==> images/clocks.png <==
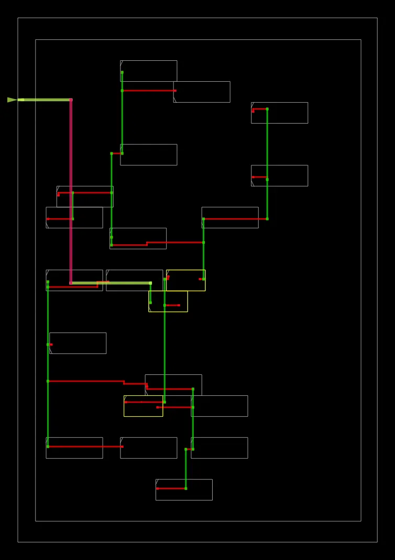
==> images/flops_by_reg.png <==
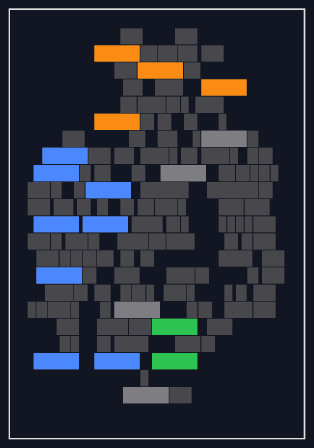
`src/rtl/rr_arb_pkg.sv`:
```
// Shared types and helpers for the round-robin hold arbiter.
// State encoding, hold-counter width and one-hot to binary index conversion.
package rr_arb_pkg;

   localparam int unsigned HOLD_W  = 8;
   localparam int unsigned MAX_REQ = 32;
   localparam int unsigned MAX_IDX = 5;

   typedef enum logic [0:0] {
      IDLE  = 1'b0,
      GRANT = 1'b1
   } rr_state_t;

   // Binary position of the set bit; caller guarantees zero or one-hot input.
   function automatic logic [MAX_IDX-1:0] onehot_to_idx(input logic [MAX_REQ-1:0] oh);
      logic [MAX_IDX-1:0] idx;
      idx = '0;
      for (int unsigned i = 0; i < MAX_REQ; i++) begin
         if (oh[i]) begin
            idx = idx | MAX_IDX'(i);
         end
      end
      return idx;
   endfunction

endpackage : rr_arb_pkg

```
`src/rtl/rr_pick.sv`:
```
// Rotating-priority picker: first set request at or after ptr, wrapping modulo N_REQ.
// Double-width masked priority encoder; purely combinational.
module rr_pick #(
   parameter int unsigned N_REQ = 4,
   parameter int unsigned IDX_W = $clog2(N_REQ)
) (
   input  logic [N_REQ-1:0] req,
   input  logic [IDX_W-1:0] ptr,
   output logic [N_REQ-1:0] win_c,
   output logic             found_c
);

   localparam int unsigned W2 = 2 * N_REQ;

   logic [N_REQ-1:0] hi_mask;
   logic [W2-1:0]    dbl;
   logic [W2-1:0]    iso;

   // Lower copy keeps only bits at or above ptr; upper copy supplies the wrap.
   assign hi_mask = {N_REQ{1'b1}} << ptr;
   assign dbl     = {req, req & hi_mask};
   assign iso     = dbl & (~dbl + W2'(1));

   assign win_c   = iso[N_REQ-1:0] | iso[W2-1:N_REQ];
   assign found_c = |req;

endmodule : rr_pick

```
`src/rtl/rr_arbiter_hold.sv`:
```
// Round-robin arbiter with registered grant and bounded per-grant tenure.
// Optional RR_LOCK_EN adds a Lock input that suppresses the tenure timeout.
module rr_arbiter_hold
   import rr_arb_pkg::*;
#(
   parameter int unsigned N_REQ    = 4,
   parameter int unsigned MAX_HOLD = 4,
   parameter int unsigned IDX_W    = $clog2(N_REQ)
) (
   input  logic              clk,
   input  logic              rst,
`ifdef RR_LOCK_EN
   input  logic              Lock,
`endif
   input  logic [N_REQ-1:0]  Priority_bus,
   output logic [N_REQ-1:0]  Grant_onehot,
   output logic [IDX_W-1:0]  Next_priority,
   output logic              Data_Valid,
   output logic [HOLD_W-1:0] Hold_cnt
);

   localparam logic [HOLD_W-1:0] HOLD_LAST = HOLD_W'(MAX_HOLD - 1);
   localparam logic [HOLD_W-1:0] HOLD_SAT  = '1;
   localparam logic [IDX_W-1:0]  IDX_LAST  = IDX_W'(N_REQ - 1);

   rr_state_t         state_q;
   rr_state_t         state_d;
   logic [IDX_W-1:0]  ptr_q;
   logic [IDX_W-1:0]  ptr_d;
   logic [IDX_W-1:0]  ptr_rot;
   logic [IDX_W-1:0]  pick_ptr;
   logic [N_REQ-1:0]  win_c;
   logic              found_c;
   logic [IDX_W-1:0]  win_idx;
   logic [N_REQ-1:0]  grant_d;
   logic [IDX_W-1:0]  idx_d;
   logic              valid_d;
   logic [HOLD_W-1:0] hold_d;
   logic              lock_c;
   logic              owner_req_c;
   logic              timeout_c;

`ifdef RR_LOCK_EN
   assign lock_c = Lock & Data_Valid;
`else
   assign lock_c = 1'b0;
`endif

   // Owner's own request and tenure expiry decide whether the grant is released.
   assign owner_req_c = Priority_bus[Next_priority];
   assign timeout_c   = !lock_c && (Hold_cnt >= HOLD_LAST);

   // On release the search restarts just past the current owner.
   assign ptr_rot  = (Next_priority == IDX_LAST) ? '0 : Next_priority + IDX_W'(1);
   assign pick_ptr = (state_q == GRANT) ? ptr_rot : ptr_q;

   rr_pick #(
      .N_REQ (N_REQ),
      .IDX_W (IDX_W)
   ) u_pick (
      .req     (Priority_bus),
      .ptr     (pick_ptr),
      .win_c   (win_c),
      .found_c (found_c)
   );

   assign win_idx = IDX_W'(onehot_to_idx(MAX_REQ'(win_c)));

   // Next-state and next-output logic.
   always_comb begin
      state_d = state_q;
      ptr_d   = ptr_q;
      grant_d = Grant_onehot;
      idx_d   = Next_priority;
      valid_d = Data_Valid;
      hold_d  = Hold_cnt;

      case (state_q)
         IDLE: begin
            if (found_c) begin
               state_d = GRANT;
               grant_d = win_c;
               idx_d   = win_idx;
               valid_d = 1'b1;
               hold_d  = '0;
            end
         end
         GRANT: begin
            if (owner_req_c && !timeout_c) begin
               hold_d = (Hold_cnt == HOLD_SAT) ? Hold_cnt : Hold_cnt + HOLD_W'(1);
            end else begin
               ptr_d = ptr_rot;
               if (found_c) begin
                  grant_d = win_c;
                  idx_d   = win_idx;
                  valid_d = 1'b1;
                  hold_d  = '0;
               end else begin
                  state_d = IDLE;
                  grant_d = '0;
                  idx_d   = '0;
                  valid_d = 1'b0;
                  hold_d  = '0;
               end
            end
         end
         default: begin
            state_d = IDLE;
            grant_d = '0;
            idx_d   = '0;
            valid_d = 1'b0;
            hold_d  = '0;
         end
      endcase
   end

   always_ff @(posedge clk) begin
      if (rst) begin
         state_q       <= IDLE;
         ptr_q         <= '0;
         Grant_onehot  <= '0;
         Next_priority <= '0;
         Data_Valid    <= 1'b0;
         Hold_cnt      <= '0;
      end else begin
         state_q       <= state_d;
         ptr_q         <= ptr_d;
         Grant_onehot  <= grant_d;
         Next_priority <= idx_d;
         Data_Valid    <= valid_d;
         Hold_cnt      <= hold_d;
      end
   end

endmodule : rr_arbiter_hold

```
`config.mk`:
```
export PLATFORM = sky130hd
export DESIGN_NAME = rr_arbiter_hold
export DESIGN_NICKNAME = d
export VERILOG_FILES = /design/src/rtl/rr_arb_pkg.sv /design/src/rtl/rr_pick.sv /design/src/rtl/rr_arbiter_hold.sv
export SDC_FILE = /design/constraint.sdc
export NUM_CORES = 1
export LEC_CHECK = 0
export CAP_MARGIN = 5
export CORE_ASPECT_RATIO = 1.5
export CORE_MARGIN = 2
export CORE_UTILIZATION = 40
export CTS_CLUSTER_SIZE = 16
export DETAILED_ROUTE_END_ITERATION = 16
export PLACE_DENSITY = 0.75
export RECOVER_POWER = 25
export SLEW_MARGIN = 40
export SYNTH_ARGS = -nofsm -noshare
export SYNTH_HDL_FRONTEND = slang
export SYNTH_HIERARCHICAL = 1
export SYNTH_SLANG_ARGS = --single-unit
```
`constraint.sdc`:
```
create_clock -name clk -period 4.29 [get_ports clk]
set_input_delay 0.858 -clock clk [delete_from_list [all_inputs] [get_ports clk]]
set_output_delay 0.858 -clock clk [all_outputs]
set_load 0.005 [all_outputs]
```
==> out/results.ini <==
[route]
wl_per_cell_um=13.8
wl_met3_um=101
top_layer=met4
ant_nets=0
first_pass_iters=5
drcViolationCount=0
drt-met1-wl_um=1060
wl_met2_um=1260
drt_iter0_drc=28

[power]
seqPwrFrac_pct=47.6
switching_share_pct=27.8
comb-power_mw=0.0945
comb_power_share_pct=23.7
p_sw_mw=0.111
powerSeq_mw=0.190

[place]
portBuffers=20
dpl_cell_area_um2=1320
place_ws_ns=1.45

[layout]
n_all_buffers=22
layout_top_cells=18 x dfxtp_1, 12 x a21oi_1, 12 x clkdlybuf4s50_1
largest_reg_flops=8
nMultiInputCombCells=88
final_common_cell=dfxtp_1
drive_above_1_share_pct=14.3
dominant_cells=logic gates
mi_logic_area_um2=667
top_register=Hold_cnt
comb_area_share_pct=48.9
area_delta_synth_final_pct=24.4
layout.nets=150
n_antenna_cell=0

[clocking]
path_clk_slew_ns=0.06
cts_tree=done
clock_path_buffers=2
cts_max_level=1
post_cts_buffers=0
clockRootBuffer=clkbuf_8

[final_timing]
final-max-slew-violation-count=0
fin_setup_tns_ns=0
hold_viol_final=0
setup_violations=0
fin_ws_ns=1.70
worst_slew_pin_slew_ns=0.597
skew_ns=0.00309
fmax_mhz=386
fin_crit_sh_pct=60.3
period_needed_ns=2.59

[worst_hold_path]
hold_path_class=reg -> reg
min_path_cells=2
hp-start=Data_Valid$_SDFFE_PP0P_
worstHoldEndpoint=Data_Valid$_SDFFE_PP0P_

[grt]
met1_usage_pct=18.4
grt_start_max_net_pins=23
grt.overflow.total=0
track_usage_pct=16.5
grt_pass1_vias=935
use_met2_pct=29.9
grt_pass1_wl_um=3920
met3_usage_pct=2.90
antenna_found_initial=0

[synthesis]
ys_sh_adder_pct=2.28
synth.area.top_cells=dfxtp_1 33%, o211ai_2 6.8%, a21oi_1 5.5%
mux_share_pct=5.02
ys_seq_share_pct=32.9
ys_cells=122
async_flop_share_pct=0
most_common_cell=dfxtp_1
yosys.area.top_type_share_pct=32.9
ys.flops=18
ys_sh_simple_pct=25.7
ff_type=dfxtp_1
xor_share_pct=0
synthesis.nets=130
postSynthAreaPerCell_um2=8.98
synth.top_cells.by_count=18 x dfxtp_1, 12 x a21oi_1, 9 x inv_1

[die]
fp.coreArea_um2=2650
fp.dieH_um=68.1
die_x_um=46.7
fp-utilization_pct=41.4
n_tap_cell=37

[worst_setup_path]
reg2reg_setup_slack_ns=2.32
slowest_stage=mux4_2
cp-endpoint=ptr_q[0]$_SDFFE_PP0P_
setup.worst_path.start=Priority_bus[2]
critPathTopFamily=multiplexers
slowest_delay_ns=0.67
r2r_end=Next_priority[0]$_SDFFE_PP0P_

[job]
maxCapViolCount=0

[run_status]
status=finished clean

Back to the opening pictures, clocks.png:
clock buffer count: 3
# clock sinks: 18
FF+latch count: 18
clock-net power: 0.114 mW
Num CTS Buffers: 3

Back to the opening pictures, flops_by_reg.png:
netlist name	colour	flops
ptr_q	green	2
Grant_onehot	orange	4
Hold_cnt	blue	8
not coloured	4
sequential cell area: 360 µm²
flop share of the area: 26.4%
Final Util: 51.5%

Power and IR drop assume default switching activity.
